==> config.mk <==
export PLATFORM = sky130hd
export DESIGN_NAME = lz4_frame_parser
export DESIGN_NICKNAME = d
export VERILOG_FILES = /design/src/rtl/lz4_pkg.sv /design/src/rtl/lz4_le_field_collector.sv /design/src/rtl/lz4_frame_parser.sv
export SDC_FILE = /design/constraint.sdc
export NUM_CORES = 1
export LEC_CHECK = 0
export ABC_CLOCK_PERIOD_IN_PS = 3400
export CELL_PAD_IN_SITES_DETAIL_PLACEMENT = 1
export CELL_PAD_IN_SITES_GLOBAL_PLACEMENT = 1
export CORE_ASPECT_RATIO = 0.5
export CORE_MARGIN = 1
export CORE_UTILIZATION = 42
export CTS_CLUSTER_SIZE = 28
export DETAILED_ROUTE_END_ITERATION = 6
export GPL_TIMING_DRIVEN = 0
export HOLD_SLACK_MARGIN = 0.15
export PLACE_DENSITY = 0.79
export SYNTH_ARGS = -nofsm -noshare
export SYNTH_HDL_FRONTEND = slang
export SYNTH_SLANG_ARGS = --single-unit
==> constraint.sdc <==
create_clock -name clk -period 3.4 [get_ports clk]
set_clock_uncertainty 0.1 [all_clocks]
set_input_delay 0.68 -clock clk [delete_from_list [all_inputs] [get_ports clk]]
set_output_delay 0.68 -clock clk [all_outputs]
set_load 0.005 [all_outputs]
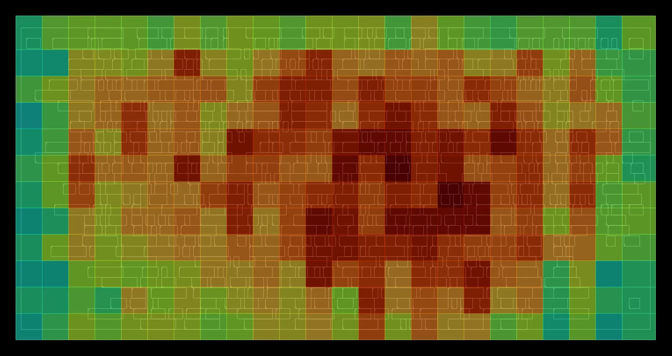
Fig. 1. Track usage over the die.
met3 GRT Util: 6.65%
post-layout util: 59.1%
routing usage on met1: 43.4%
GRT Util Overall: 31.1%

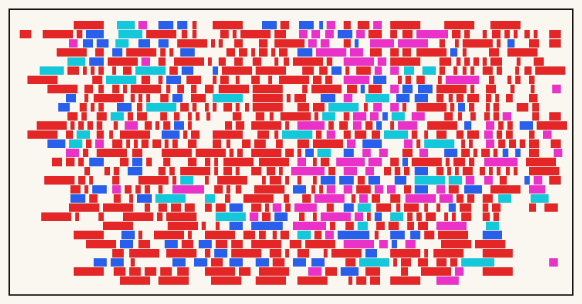
Fig. 2. Cell sizes after repair.
drive 6 and up: drawn in cyan, cells 37, share 5.2%, most used buf_6. drive 2: drawn in blue, cells 90, share 13%, most used mux2_2. drive 3 to 4: drawn in magenta, cells 85, share 12%, most used buf_4. drive 1 or less: drawn in red, cells 503, share 70%, most used dfrtp_1.
fin area: 0.00768 mm^2
Layout area overhead: 33.5%
final worst setup slack: -0.497 ns
Buffers excl. clock: 131

==> summary.txt <==
Outcome: complete, but fails checks
Busiest layer in global routing: met2
Path length in cells of the critical path: 16
Failing checks: setup timing
Total of max-cap violations: 0
Comb/total area: 46.6%
Crit path DRT: 3.53 ns
Xor+xnor area frac: 1.22%
Post-synth top area cell: dfrtp_1
Fin cells: 885
Yosys cell count: 611
Total net switching power: 4150 uW
Cell chain of the critical path: inv_4 > buf_6 > ha_4 > nor4b_4 > and3_4 > a22oi_2 > inv_2 > ha_4 > o2111a_1 > a31oi_1 > and4_4 > buf_12 > o2111ai_4 > buf_6 > a221oi_4 > a211oi_2
Vias in the first global route: 5685
Largest net degree at the start of global routing: 63
Row count: 29
Power Total: 8900 uW
Num CTS Buffers: 9
Tap Cells: 170
# Post-CTS Setup Buffers: 29
Hpwl dp: 13800 um
Post-synthesis instance area: 0.00575 mm^2
Comb pwr share: 66.9%
Signal buf overhead: 15.1%
DIE WIDTH: 167 um
Final worst setup slack: -0.497 ns
Static Leak: 0.00322 uW
Synth cell types: 72
Fin crit share: 115%
Asr flop ratio synth: 100%
Highest metal used: met4
Avg WL per Cell: 27.1 um
Top non-seq family: AND-OR/OR-AND gates
CORE AREA: 0.0130 mm^2
Seq group: 1930 uW
Clock buf/inv share: 3.63%
Synth Warn #: 0
Post-synth seq share: 41.3%
Clk pwr share: 11.4%
Antenna diodes: 0
Mapped Avg Cell Area: 9.41 um^2
Crit path max fanout: 7
Critical-path top delay cell: dfrtp_2
Via count: 6066
Clk. pwr: 1010 uW
Metal3 WL: 1940 um
Final setup fails: 33
Vias/cell: 6.85
Hold/Removal Path Class: input port to asynchronous set/reset pin
Clk slew on worst S/H paths: 0.07 ns
Synth top cells by count: 95 x dfrtp_1, 65 x nand2_1, 42 x nor2_1
Internal: 4750 uW
DP Worst Slack: -0.891 ns
Final hold violation count: 0
Commonest flop: dfrtp_1
Multiplexer share: 5.20%
CTS root buf: clkbuf_16
Post-DP Area: 0.00636 mm^2
Log Warnings: 36
Die area: 0.0142 mm^2
R2R setup slack: -0.50 ns
Hold buffer count at CTS: 0
Max reg flops: 32
EDFF count, synth: 0
Fillers: 1411
Final min period: 3.90 ns
WHS: 0.189 ns
I/O pins: 36
Sequential cell area share: 31.0%
GR Util met2: 48.4%
Flip-flops: 95
GPL Wtd Cong: 0.893
Pwr top: combinational logic
Cells after Synth: 611
Buffer and inverter count on the worst path: 5
TritonCTS clock tree: built
Crit. End Element: register
Die span in y: 84.7 um
CTS Sinks: 95
Power and IR drop assume default switching activity.
